File: config.mk
export PLATFORM = sky130hd
export DESIGN_NAME = fifo_stream_reader_flat
export DESIGN_NICKNAME = d
export VERILOG_FILES = /design/src/rtl/fifo_pkg.sv /design/src/rtl/fifo_stream_reader_if.sv /design/src/rtl/skid_buf2.sv /design/src/rtl/fifo_stream_reader.sv /design/src/flat_wrapper.sv
export SDC_FILE = /design/constraint.sdc
export NUM_CORES = 1
export LEC_CHECK = 0
export CAP_MARGIN = 20
export CORE_MARGIN = 5
export CORE_UTILIZATION = 30
export CTS_BUF_LIST = sky130_fd_sc_hd__clkbuf_4 sky130_fd_sc_hd__clkbuf_8
export DETAILED_ROUTE_END_ITERATION = 10
export DONT_BUFFER_PORTS = 1
export SYNTH_ARGS = -nofsm -noshare
export SYNTH_HDL_FRONTEND = slang
export SYNTH_SLANG_ARGS = --single-unit
File: constraint.sdc
create_clock -name rd_clk -period 1.52 [get_ports rd_clk]
set_input_delay 0.152 -clock rd_clk [delete_from_list [all_inputs] [get_ports rd_clk]]
set_output_delay 0.152 -clock rd_clk [all_outputs]
set_load 0.02 [all_outputs]
File: src/rtl/fifo_pkg.sv
// Shared definitions for the async FIFO and its read-side stream consumer.
// Pure declarations: no logic and no latency.
package fifo_pkg;

  typedef enum logic {
    IDLE     = 1'b0,
    IN_FRAME = 1'b1
  } frame_state_e;

  localparam int FIFO_WIDTH     = 8;
  localparam int STAT_CNT_WIDTH = 16;

  // A beat counter needs at least one bit, even for single-word frames.
  function automatic int beat_width(input int burst_len);
    return (burst_len > 1) ? $clog2(burst_len) : 1;
  endfunction

endpackage

File: src/rtl/fifo_stream_reader_if.sv
// FIFO show-ahead read port plus the outgoing valid/ready stream.
// master = the reader; slave = the FIFO and sink it connects to.
interface fifo_stream_reader_if
  import fifo_pkg::*;
#(
  parameter int WIDTH = FIFO_WIDTH
);

  logic             fifo_rd_empty;
  logic [WIDTH-1:0] fifo_rd_data;
  logic             fifo_rd_en;
  logic [WIDTH-1:0] out_data;
  logic             out_valid;
  logic             out_ready;
  logic             out_last;

  modport master (
    input  fifo_rd_empty,
    input  fifo_rd_data,
    input  out_ready,
    output fifo_rd_en,
    output out_data,
    output out_valid,
    output out_last
  );

  modport slave (
    output fifo_rd_empty,
    output fifo_rd_data,
    output out_ready,
    input  fifo_rd_en,
    input  out_data,
    input  out_valid,
    input  out_last
  );

endinterface

File: src/rtl/skid_buf2.sv
// Two-entry buffer: a push is visible at the head one edge later; head is held while not popped.
// Caller must not push when has_space=0 nor pop when occ=0.
module skid_buf2 #(
  parameter int WIDTH = 8
) (
  input  logic             rd_clk,
  input  logic             reset_n,
  input  logic             push,
  input  logic [WIDTH-1:0] push_dat,
  input  logic             pop,
  output logic [WIDTH-1:0] head_dat,
  output logic [1:0]       occ,
  output logic             has_space
);

  logic [WIDTH-1:0] mem [2];
  logic             rd_ptr;
  logic             wr_ptr;

  always_ff @(posedge rd_clk or negedge reset_n) begin
    if (!reset_n) begin
      mem[0] <= '0;
      mem[1] <= '0;
      rd_ptr <= 1'b0;
      wr_ptr <= 1'b0;
      occ    <= 2'd0;
    end else begin
      if (push) begin
        mem[wr_ptr] <= push_dat;
        wr_ptr      <= ~wr_ptr;
      end
      if (pop) begin
        rd_ptr <= ~rd_ptr;
      end
      occ <= occ + {1'b0, push} - {1'b0, pop};
    end
  end

  assign head_dat  = mem[rd_ptr];
  assign has_space = (occ != 2'd2);

endmodule

File: src/rtl/fifo_stream_reader.sv
// Pops a show-ahead FIFO into a framed valid/ready stream; a popped word is valid the next cycle.
// out_ready only reaches state registers, so backpressure stops pops once two words are buffered.
module fifo_stream_reader
  import fifo_pkg::*;
#(
  parameter int WIDTH     = FIFO_WIDTH,
  parameter int BURST_LEN = 4,
  parameter int CNT_WIDTH = STAT_CNT_WIDTH
) (
  input  logic                 rd_clk,
  input  logic                 reset_n,
  input  logic                 enable,
  fifo_stream_reader_if.master bus,
  output logic [CNT_WIDTH-1:0] word_count,
  output logic [CNT_WIDTH-1:0] frame_count
);

  localparam int                BEAT_W    = beat_width(BURST_LEN);
  localparam logic [BEAT_W-1:0] LAST_BEAT = BEAT_W'(BURST_LEN - 1);
  localparam logic              ONE_WORD  = 1'(BURST_LEN == 1);

  logic [1:0]        occ;
  logic              has_space;
  logic              pop_en;
  logic              hs;
  logic [BEAT_W-1:0] beat;
  logic [BEAT_W-1:0] beat_inc;
  logic              at_last;
  frame_state_e      state;

  // reset_n in the term keeps the pop strobe low for the whole reset pulse.
  assign pop_en         = reset_n & enable & ~bus.fifo_rd_empty & has_space;
  assign bus.fifo_rd_en = pop_en;
  assign bus.out_valid  = (occ != 2'd0);
  assign hs             = bus.out_valid & bus.out_ready;
  assign bus.out_last   = bus.out_valid & at_last;

  skid_buf2 #(
    .WIDTH(WIDTH)
  ) u_buf (
    .rd_clk    (rd_clk),
    .reset_n   (reset_n),
    .push      (pop_en),
    .push_dat  (bus.fifo_rd_data),
    .pop       (hs),
    .head_dat  (bus.out_data),
    .occ       (occ),
    .has_space (has_space)
  );

  // In IDLE the beat is zero by definition, so the first accepted word moves to beat 1.
  assign beat_inc = (state == IDLE) ? BEAT_W'(1) : beat + BEAT_W'(1);

  always_ff @(posedge rd_clk or negedge reset_n) begin
    if (!reset_n) begin
      state   <= IDLE;
      beat    <= '0;
      at_last <= ONE_WORD;
    end else if (hs) begin
      if (at_last) begin
        state   <= IDLE;
        beat    <= '0;
        at_last <= ONE_WORD;
      end else begin
        state   <= IN_FRAME;
        beat    <= beat_inc;
        at_last <= (beat_inc == LAST_BEAT);
      end
    end
  end

  always_ff @(posedge rd_clk or negedge reset_n) begin
    if (!reset_n) begin
      word_count  <= '0;
      frame_count <= '0;
    end else begin
      if (hs) begin
        word_count <= word_count + CNT_WIDTH'(1);
      end
      if (hs && at_last) begin
        frame_count <= frame_count + CNT_WIDTH'(1);
      end
    end
  end

endmodule
File: src/flat_wrapper.sv
// flat-port wrapper written by rule: the top's interface ports become plain ports
module fifo_stream_reader_flat import fifo_pkg::*;
#(
  parameter int WIDTH     = FIFO_WIDTH,
  parameter int BURST_LEN = 4,
  parameter int CNT_WIDTH = STAT_CNT_WIDTH
)
  (rd_clk, reset_n, enable, word_count, frame_count, bus_fifo_rd_empty, bus_fifo_rd_data, bus_out_ready, bus_fifo_rd_en, bus_out_data, bus_out_valid, bus_out_last);
  fifo_stream_reader_if #(.WIDTH(WIDTH)) bus_i ();
  input  logic rd_clk;
  input  logic reset_n;
  input  logic enable;
  output logic [CNT_WIDTH-1:0] word_count;
  output logic [CNT_WIDTH-1:0] frame_count;
  input wire logic [$bits(bus_i.fifo_rd_empty)-1:0] bus_fifo_rd_empty;
  input wire logic [$bits(bus_i.fifo_rd_data)-1:0] bus_fifo_rd_data;
  input wire logic [$bits(bus_i.out_ready)-1:0] bus_out_ready;
  output wire logic [$bits(bus_i.fifo_rd_en)-1:0] bus_fifo_rd_en;
  output wire logic [$bits(bus_i.out_data)-1:0] bus_out_data;
  output wire logic [$bits(bus_i.out_valid)-1:0] bus_out_valid;
  output wire logic [$bits(bus_i.out_last)-1:0] bus_out_last;
  assign bus_i.fifo_rd_empty = bus_fifo_rd_empty;
  assign bus_i.fifo_rd_data = bus_fifo_rd_data;
  assign bus_i.out_ready = bus_out_ready;
  assign bus_fifo_rd_en = bus_i.fifo_rd_en;
  assign bus_out_data = bus_i.out_data;
  assign bus_out_valid = bus_i.out_valid;
  assign bus_out_last = bus_i.out_last;
  fifo_stream_reader #(.WIDTH(WIDTH), .BURST_LEN(BURST_LEN), .CNT_WIDTH(CNT_WIDTH)) u_core (.rd_clk(rd_clk), .reset_n(reset_n), .enable(enable), .bus(bus_i), .word_count(word_count), .frame_count(frame_count));
endmodule
**Run 1: cells coloured by class**

Bar = 20 um.
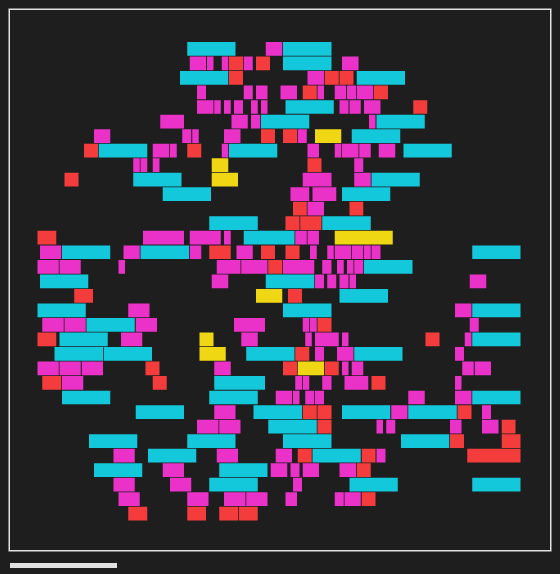
other buffers and delay cells -> red  # cells 51, share of their area 14%
clock drivers and dummy loads -> yellow  # cells 8, share of their area 3.8%
flops -> cyan  # cells 56, share of their area 46%
combinational and other logic -> magenta  # cells 147, share of their area 36%
final core utilization: 39.2%
area of the placeable core: 8130 um^2

**Run 1: clock wiring as the flow saved it**

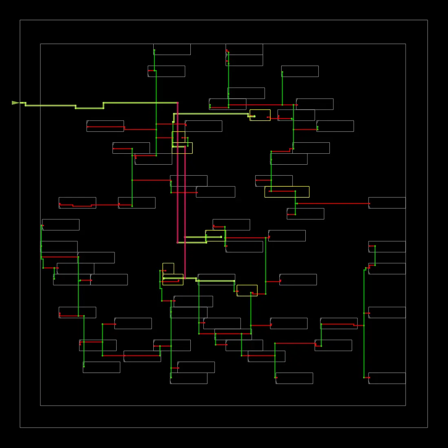
Layout clock buffers: 6
clock buffers created by TritonCTS: 5
total clock network power: 1.02 mW

==> results_slide.txt, run 1 <==
Implementation Results

Outcome
  – Result of the run: complete, but fails checks
  – Violated checks: setup timing

Global route
  – Vias in the first global route: 1730
  – Pin count of the biggest net entering global routing: 57
  – Total global routing overflow: 0
  – Antenna violations before repair: 1
  – Global-route wire length before repair: between 8000 and 9000 um
  – Overall track demand over capacity in global routing: 11.1%

Drt
  – Routed length on met3: 381 um
  – Post-route antenna net violation count: 0
  – Met1 layer wirelength in the final routing: approximately 2300 um
  – DR vias/cell: 4.52
  – Average wire length per cell after detail routing: ~14 um
  – DRC Markers: 0
  – Aggregate routed wire length: ~5300 um
  – DR WL met2: between 2000 and 2500 um
  – Vias after detailed routing: roughly 1700
  – Iteration count of the initial detailed-routing pass: 4
  – Top layer in use: met4
  – Number of DRC markers in iteration 0: 38

Finish
  – Layout Area Growth over Synthesis: 28.0%
  – Share of cells above drive strength 1: between 30 and 40%
  – Fillers: roughly 770
  – Final layout net count: 277
  – Number of diodes added for antenna fixing: 0
  – Final non-filler cell area: around 3200 um^2

Final timing
  – Highest attainable clock frequency: around 650 MHz
  – Post-route setup slack: -0.0172 ns
  – RSZ-0062 raised after global routing: true
  – Post-layout period usage of the worst path: 101%
  – Setup violation total in the final timing report: 1
  – Final hold violations: 0
  – Fin Hold WS: 0.0959 ns
  – Worst-case headroom to the max-slew limit: a little over two thirds
  – Transition time of the tightest slew-check pin: around 0.45 ns
  – Max-slew violation count: 0
  – Final period demand of the worst path: around 1.5 ns
  – Worst Clk Skew: about 0.011 ns

Setup path
  – Ordered cell list for the critical path: nor2b_4 > nor3_4 > xnor2_1 > ha_1 > xnor2_2 > xnor2_1
  – Startpoint type of the worst setup path: flop
  – Critical path required time: approximately 1.8 ns
  – Cell occurring most often along the worst timing path: sky130_fd_sc_hd__xnor2_1
  – CP max stage cell: sky130_fd_sc_hd__dfrtp_2
  – Maximum fanout along the worst path: 5
  – Crit path arrival time: around 1.8 ns
  – Delay of the slowest critical-path stage: 0.44 ns
  – Classification of the worst setup path: reg2reg
  – CP Capture Type: flop

Placement
  – Post-detailed-placement half-perimeter wirelength: 3840 um
  – Instance area after placement: just under 3000 um^2
  – RD Place Congestion: approximately 0.75
  – Quantity of I/O buffers inserted on ports: 0

Synth
  – Post-synthesis cell count: between 200 and 250
  – Yosys stat chip area: ~2500 um^2
  – Dominant Register Cell: sky130_fd_sc_hd__dfrtp_1
  – Post-synth ARST share: 100%
  – Area of the mapped netlist: ~2500 um^2
  – Post-synthesis cell count from yosys: 205
  – Most frequent cell after synthesis: sky130_fd_sc_hd__dfrtp_1
  – Flop and latch count out of synthesis: 56
  – Multiplexer share of the synthesized area: between 10% and 20%
  – Complex-gate fraction of the synthesized area: under 10%
  – Share of Yosys cell area claimed by the top area cell type: 56.3%
  – Count of synthesis-stage warnings from yosys: 0
  – Largest family of logic cells by area: simple AND/OR/NAND/NOR gates
  – Count of distinct cell types in the synthesized netlist: 31
  – Basic-gate share of the synthesized area counting and, or, nand and nor cells: 15.5%
  – Top cell types by occurrence after synthesis: 56 x sky130_fd_sc_hd__dfrtp_1, 26 x sky130_fd_sc_hd__xnor2_1, 24 x sky130_fd_sc_hd__mux2_2, 23 x sky130_fd_sc_hd__nand2_1, 18 x sky130_fd_sc_hd__nand3_1
  – Adder-cell area share of the yosys netlist: around 1.5%
  – XORs/XNORs by Area: roughly 12%
  – Post-synth seq share: between 50% and 60%
  – Count of library flops with an enable pin: 0
  – Biggest area consumer among synthesized cells: sky130_fd_sc_hd__dfrtp_1
  – Net count after synthesis: roughly 220
  – Synth Area per Inst: about 12 um^2
  – Top area cells in the synthesized netlist: sky130_fd_sc_hd__dfrtp_1 56%, sky130_fd_sc_hd__mux2_2 11%, sky130_fd_sc_hd__xnor2_1 9.1%

Die
  – Top Ports: roughly 56
  – Cell Rows: 33
  – Die outline area: just over 10000 um^2
  – Width of the chip: roughly 100 um
  – Die Span Y: between 100 and 150 um
  – Core utilization at floorplan: 30.6%

Pwr
  – Static leakage power: approximately 1.5 nW
  – Maximum ir drop on the vdd rail: 848 uV
  – Power density normalized to cell area: ~1700 nW/um^2

Clock tree
  – Root Driver: sky130_fd_sc_hd__clkbuf_8
  – Count of H-tree levels built during CTS: 2
  – Buffer levels on the longest clock path: 2
  – CTS clock-pin slew for the worst setup and hold paths: 0.10 ns
  – Insertion delay at the late pin of the worst-skew pair: approximately 0.31 ns
  – Number of sinks on the clock net: around 56
  – CTS tree: yes

Run
  – Number of warnings in the stage logs: 29
  – Max-Cap Viols: 0

Hold path
  – Class of the most critical hold timing path: in2reg
**Run 1: gate-type map**

Bar = 20 um.
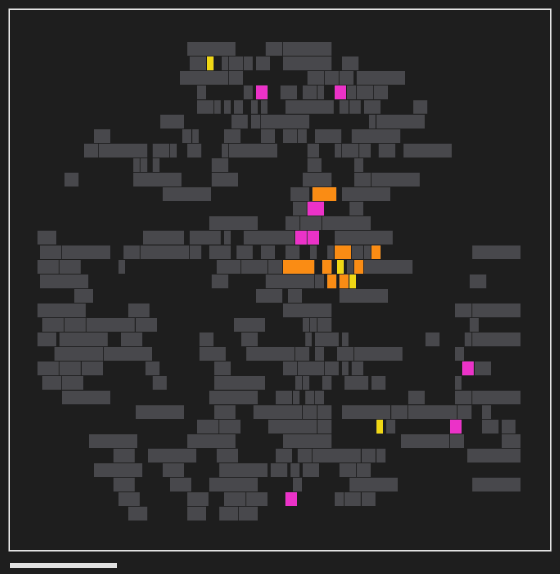
AND and OR gates -> magenta  # cells 8
inverters -> yellow  # cells 4
inverting AOI/OAI gates -> orange  # cells 8, where centre
most numerous logic cell after layout: sky130_fd_sc_hd__dfrtp_1
proportion of cell area occupied by multi-input gates: 34.2%
post-layout instance count excluding filler cells: 367

-- run 1: repair_timing --
item | CTS | global route
hold buffers | 10 | 0
pin swaps | 1 | 3
setup buffers | 1 | 1
hold endpoints to repair | 72 | 0
setup endpoints to repair | 16 | 28
resized | 6 | 3
gates cloned | 0 | 0
-- run 1: metal layers --
layer,vias up,track usage (%)
li1,815,-
met1,802,13.8
met2,36,17.7
met3,5,4.01
met4,0,3.99
met5,-,0
-- run 1: registers in the layout (all words and copies together) (netlist names) --
name and count:
u_core.frame_count 16, u_core.u_buf.mem 16, u_core.word_count 16, u_core.beat 2, u_core.u_buf.occ 2, u_core.at_last 1
u_core.state 1, u_core.u_buf.rd_ptr 1, u_core.u_buf.wr_ptr 1
-- run 1: critical path, delay by kind of cell, from the launching register on --
family	cells	cell delay, ns
xor gates and xnor gates	3	0.41
and+or+nand+nor	2	0.41
adders and majority gates	1	0.21
DFF	1	0.44
-- run 1: layout by cell type (no fill, tap or decap), drive strengths merged, types with 2 or more instances in the layout --
cell type,n
a21oi,2
o21ai,4
nor2,8
clkbuf,6
nand4,2
nand3,18
nor3,6
mux2,24
dfrtp,56
and3,3
inv,5
xor2,9
nand2,24
ha,3
nor4,3
and2,3
buf,42
dlygate4sd3,9
xnor2,26
-- run 1: power by group --
group	internal, mW	total [mW]	switching [mW]
sequential	1.94	2.28	0.341
combinational	0.987	2.06	1.08
clock	0.517	1.02	0.499
total	3.44	5.35	1.92
-- run 1: stage by stage --
step	total power [mW]	std cells	worst slack (ns)	utilization [%]	TNS [ns]
after floorplan	3.62	205	-0.134	-	-0.698
after global placement	4.19	347	0.0491	35.8	0
after detailed placement	4.24	347	-0.00133	35.8	-0.00133
after CTS	5.38	366	-0.0244	38.9	-0.137
after global routing	5.72	367	-0.102	39.2	-0.638
final	5.35	367	-0.0172	39.2	-0.0172
-- run 1: logic make-up (layout without fill, tap and decap cells) --
kind of cell | after synthesis | count (layout)
and+or+nand+nor | 72 | 72
xor gates and xnor gates | 35 | 35
adders and majority gates | 3 | 3
muxes | 24 | 24
AOI/OAI and AO/OA | 9 | 9
DFF | 56 | 56
buffers and inverters | 6 | 63
-- run 1: final cells by class --
type	instances	area, um^2	area share [%]
tap	105	131	4.12
sequential	56	1400	44.0
multi-input combinational	143	1090	34.2
clock inverter	2	38.8	1.22
clock buffer	6	76.3	2.39
inverter	4	15.0	0.471
timing repair buffer	51	433	13.6
-- run 1: final timing paths --
kind                                           from  slack [ns]               endpoint  cells past startpoint
worst min register to register  u_core.u_buf.mem[1]        0.51    u_core.u_buf.mem[1]                      1
max in group asynchronous                   reset_n        0.91    u_core.u_buf.occ[1]                      2
worst min-delay path              bus_fifo_rd_empty         0.1    u_core.u_buf.occ[1]                      3
worst max register to register  u_core.u_buf.occ[1]       -0.02    u_core.u_buf.occ[1]                      6
min in group asynchronous                   reset_n        0.34  u_core.word_count[11]                      2
worst max-delay path            u_core.u_buf.occ[1]       -0.02    u_core.u_buf.occ[1]                      6
**Run 1: floorplan with the power grid**

Pins as bars on the die edge. Tap cells in grey.
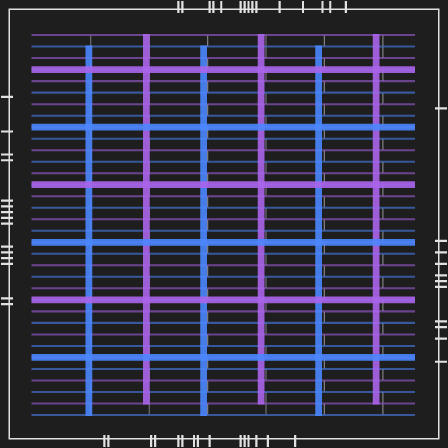

==> run 1 -> run 2 <==
--- a/config.mk
+++ b/config.mk
@@ -7,7 +7,7 @@
 export LEC_CHECK = 0
 export CAP_MARGIN = 20
 export CORE_MARGIN = 5
-export CORE_UTILIZATION = 30
+export CORE_UTILIZATION = 37
 export CTS_BUF_LIST = sky130_fd_sc_hd__clkbuf_4 sky130_fd_sc_hd__clkbuf_8
 export DETAILED_ROUTE_END_ITERATION = 10
 export DONT_BUFFER_PORTS = 1
==> constraint.sdc (replaced) <==
create_clock -name rd_clk -period 1.52 [get_ports rd_clk]
set_input_delay 0.304 -clock rd_clk [delete_from_list [all_inputs] [get_ports rd_clk]]
set_output_delay 0.304 -clock rd_clk [all_outputs]
set_load 0.02 [all_outputs]
**Run 2: floorplan with the power grid**

Pins as bars on the die edge. Tap cells in grey.
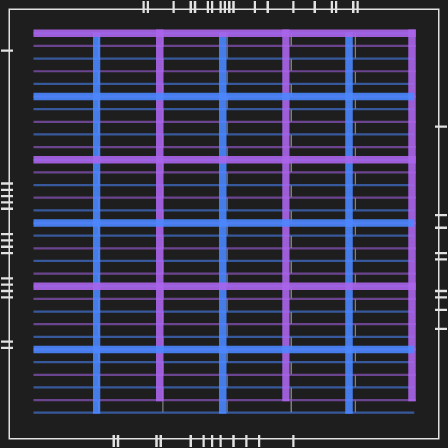
VDD -> purple
VSS -> blue
rows = 30
tap cells = 80
met5 straps = 6
met1 rails = 31

**Run 2: gate-type map**

Bar = 20 um.
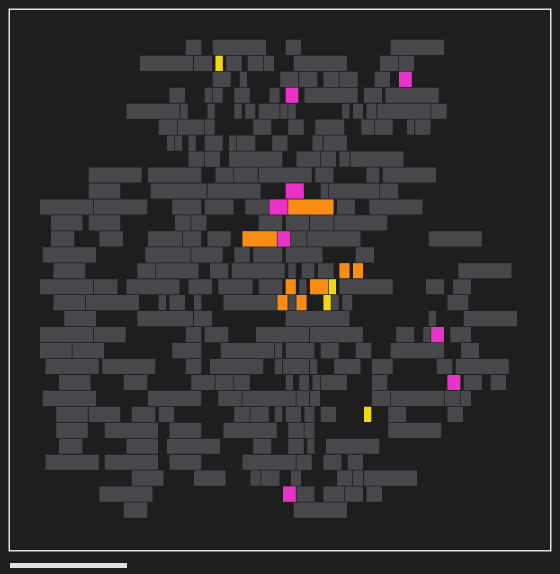
inverters -> yellow  # cells 4
inverting AOI/OAI gates -> orange  # cells 8, where centre
AND and OR gates -> magenta  # cells 8
post-layout instance count excluding filler cells: 345
proportion of cell area occupied by multi-input gates: 37.3%

==> results_slide.txt, run 2 <==
Implementation Results

Final timing
  – Worst Clk Skew: 0.00889 ns
  – Highest attainable clock frequency: approximately 620 MHz
  – Transition time of the tightest slew-check pin: 0.329 ns
  – Post-route setup slack: -0.0963 ns
  – Worst-case headroom to the max-slew limit: between 70% and 80%
  – Final period demand of the worst path: about 1.6 ns
  – Post-layout period usage of the worst path: 106%
  – RSZ-0062 raised after global routing: true
  – Setup violation total in the final timing report: 11
  – Total negative slack for setup checks: -0.359 ns
  – Max-slew violation count: 0
  – Fin Hold WS: -0.321 ns
  – Final hold violations: ~56

Pwr
  – Maximum ir drop on the vdd rail: roughly 1100 uV
  – Total power consumption of the routed design: ~6 mW
  – Static leakage power: around 1.6 nW
  – Power density normalized to cell area: roughly 1800 nW/um^2

Clock tree
  – CTS clock-pin slew for the worst setup and hold paths: about 0.11 ns
  – Insertion delay at the late pin of the worst-skew pair: ~0.31 ns
  – Count of H-tree levels built during CTS: 2
  – Clock buffers created by TritonCTS: 5
  – Root Driver: sky130_fd_sc_hd__clkbuf_8
  – Number of sinks on the clock net: 56
  – CTS tree: yes
  – Buffer levels on the longest clock path: 2

Synth
  – Post-synthesis cell count: 205
  – Post-synth ARST share: 100%
  – Post-synthesis cell count from yosys: 205
  – Count of distinct cell types in the synthesized netlist: 31
  – Count of library flops with an enable pin: 0
  – Top cell types by occurrence after synthesis: 56 x sky130_fd_sc_hd__dfrtp_1, 26 x sky130_fd_sc_hd__xnor2_1, 24 x sky130_fd_sc_hd__mux2_2, 23 x sky130_fd_sc_hd__nand2_1, 18 x sky130_fd_sc_hd__nand3_1
  – Biggest area consumer among synthesized cells: sky130_fd_sc_hd__dfrtp_1
  – Top area cells in the synthesized netlist: sky130_fd_sc_hd__dfrtp_1 56%, sky130_fd_sc_hd__mux2_2 11%, sky130_fd_sc_hd__xnor2_1 9.1%
  – Share of Yosys cell area claimed by the top area cell type: between 50% and 60%
  – Most frequent cell after synthesis: sky130_fd_sc_hd__dfrtp_1
  – Dominant Register Cell: sky130_fd_sc_hd__dfrtp_1
  – Net count after synthesis: between 200 and 250
  – Synth Area per Inst: about 12 um^2
  – Yosys stat chip area: ~2500 um^2
  – Count of synthesis-stage warnings from yosys: 0
  – Post-synth seq share: ~56%
  – Flop and latch count out of synthesis: between 50 and 60
  – Area of the mapped netlist: approximately 2500 um^2

Die
  – Die Span Y: between 90 and 100 um
  – Width of the chip: 92.1 um
  – Die outline area: 8470 um^2
  – Top Ports: 56
  – Area of the placeable core: about 6700 um^2
  – Cell Rows: 30
  – Core utilization at floorplan: between 30% and 40%

Drt
  – Vias after detailed routing: approximately 1700
  – Number of DRC markers in iteration 0: just over 70
  – DR vias/cell: 4.95
  – Aggregate routed wire length: 5290 um
  – DRC Markers: 0
  – Post-route antenna net violation count: 0
  – Average wire length per cell after detail routing: roughly 15 um
  – Iteration count of the initial detailed-routing pass: 4

Global route
  – Total global routing overflow: 0
  – Global-route wire length before repair: slightly below 9000 um
  – Pin count of the biggest net entering global routing: approximately 58
  – Overall track demand over capacity in global routing: 13.0%
  – Vias in the first global route: approximately 1700
  – Antenna violations before repair: 0

Finish
  – Registers with the most flip-flops: u_core.frame_count: 16 flops, u_core.u_buf.mem: 16 flops, u_core.word_count: 16 flops
  – Final layout net count: about 280
  – Total area of sequential cells: 1400 um^2
  – Most numerous logic cell after layout: sky130_fd_sc_hd__dfrtp_1
  – Most frequent cells in the layout: 54 x sky130_fd_sc_hd__dfrtp_1, 41 x sky130_fd_sc_hd__buf_4, 25 x sky130_fd_sc_hd__xnor2_1, 23 x sky130_fd_sc_hd__nand2_1, 18 x sky130_fd_sc_hd__mux2_4
  – Number of diodes added for antenna fixing: 0
  – Combinational Area: 1240 um^2
  – Final core utilization: about half
  – Layout Area Growth over Synthesis: 33.7%
  – Share of cells above drive strength 1: between 40 and 50%
  – Fillers: around 600

Outcome
  – Violated checks: hold timing, setup timing
  – Result of the run: complete, but fails checks

Run
  – Max-Cap Viols: 0
  – Number of warnings in the stage logs: 31

Placement
  – Setup slack after placement: -0.000417 ns
  – Post-detailed-placement half-perimeter wirelength: between 3000 and 4000 um
  – RD Place Congestion: between 0.8 and 0.9
  – Quantity of I/O buffers inserted on ports: 0

Setup path
  – Critical path required time: approximately 1.2 ns
  – Crit path arrival time: about 1.3 ns
  – Internal reg-to-reg setup slack: -0.07 ns
  – Worst Reg-to-Reg Cells: 8
  – Capture instance of the worst register-to-register path: u_core.u_buf.occ[1]
  – Classification of the worst setup path: reg2out
  – Maximum fanout along the worst path: 3
  – CP Capture Type: output port
  – Startpoint type of the worst setup path: flop
  – Start of the worst register-to-register path: u_core.u_buf.occ[0]

Hold path
  – Class of the most critical hold timing path: in2async
run 2: cell counts after synthesis:
No cell type changed its count.
run 2: cells by family (layout without fill, tap and decap cells):
family / Yosys count / count (layout) / synth area share, %
xor gates and xnor gates: 35 / 35 / 12.3
buffers and inverters: 6 / 66 / 0.954
adders and majority gates: 3 / 3 / 1.51
AOI/OAI and AO/OA: 9 / 9 / 2.61
DFF: 56 / 56 / 56.3
muxes: 24 / 24 / 10.8
and+or+nand+nor: 72 / 72 / 15.5
run 2: how the worst max path moves through the flow:
stage / from / end / slack [ns] / cells past startpoint
after floorplan: u_core.u_buf.occ[1] / u_core.u_buf.occ[1] / -0.13 / 6
after global placement: u_core.u_buf.occ[1] / u_core.u_buf.occ[1] / 0.008 / 5
after detailed placement: u_core.u_buf.occ[1] / u_core.u_buf.occ[1] / -0.0004 / 5
after CTS: u_core.u_buf.occ[0] / u_core.u_buf.occ[1] / -0.07 / 8
after global routing: u_core.u_buf.occ[1] / bus_out_last / -0.14 / 3
final: u_core.u_buf.occ[1] / bus_out_last / -0.1 / 3
run 2: power by group:
group / internal, mW / leakage [nW] / switching [mW]
clock: 0.497 / 0.0583 / 0.504
combinational: 1.38 / 0.782 / 1.20
sequential: 1.94 / 0.717 / 0.352
run 2: worst max-delay path: stages (launching register included):
cell                      delay, ns
sky130_fd_sc_hd__dfrtp_1       0.44
sky130_fd_sc_hd__buf_6         0.14
sky130_fd_sc_hd__or2_4         0.25
sky130_fd_sc_hd__and2_4        0.17
run 2: what timing repair did:
item | CTS | global route
setup buffers | 9 | 6
pin swaps | 8 | 12
resized | 18 | 37
hold endpoints to repair | 56 | 56
setup endpoints to repair | 22 | 45
run 2: through the flow:
| stage | instances | area (um^2) |
|---|---|---|
| after global routing | 345 | 3330 |
| after CTS | 339 | 3130 |
| after detailed placement | 322 | 2880 |
| after floorplan | 205 | 2500 |
| after global placement | 322 | 2880 |
| final | 345 | 3330 |
run 2: final cells by class:
type	count	area share, %
inverters	4	0.451
flip-flops and latches	56	42.1
clock inverters	3	1.43
multi-input cells	143	37.3
clock buffers	5	2.07
repair buffers	54	13.6
well taps	80	3.01
run 2: per-layer routing:
layer | part of all wire, % | vias up | wire [um] | track usage [%]
met5 | 0 | - | 0 | 0
met4 | 1.3 | 0 | 69 | 4.08
met3 | 6.1 | 6 | 322 | 4.59
met2 | 50 | 35 | 2630 | 21.2
met1 | 43 | 848 | 2270 | 16.0
li1 | - | 818 | - | -
Power and IR drop assume default switching activity.
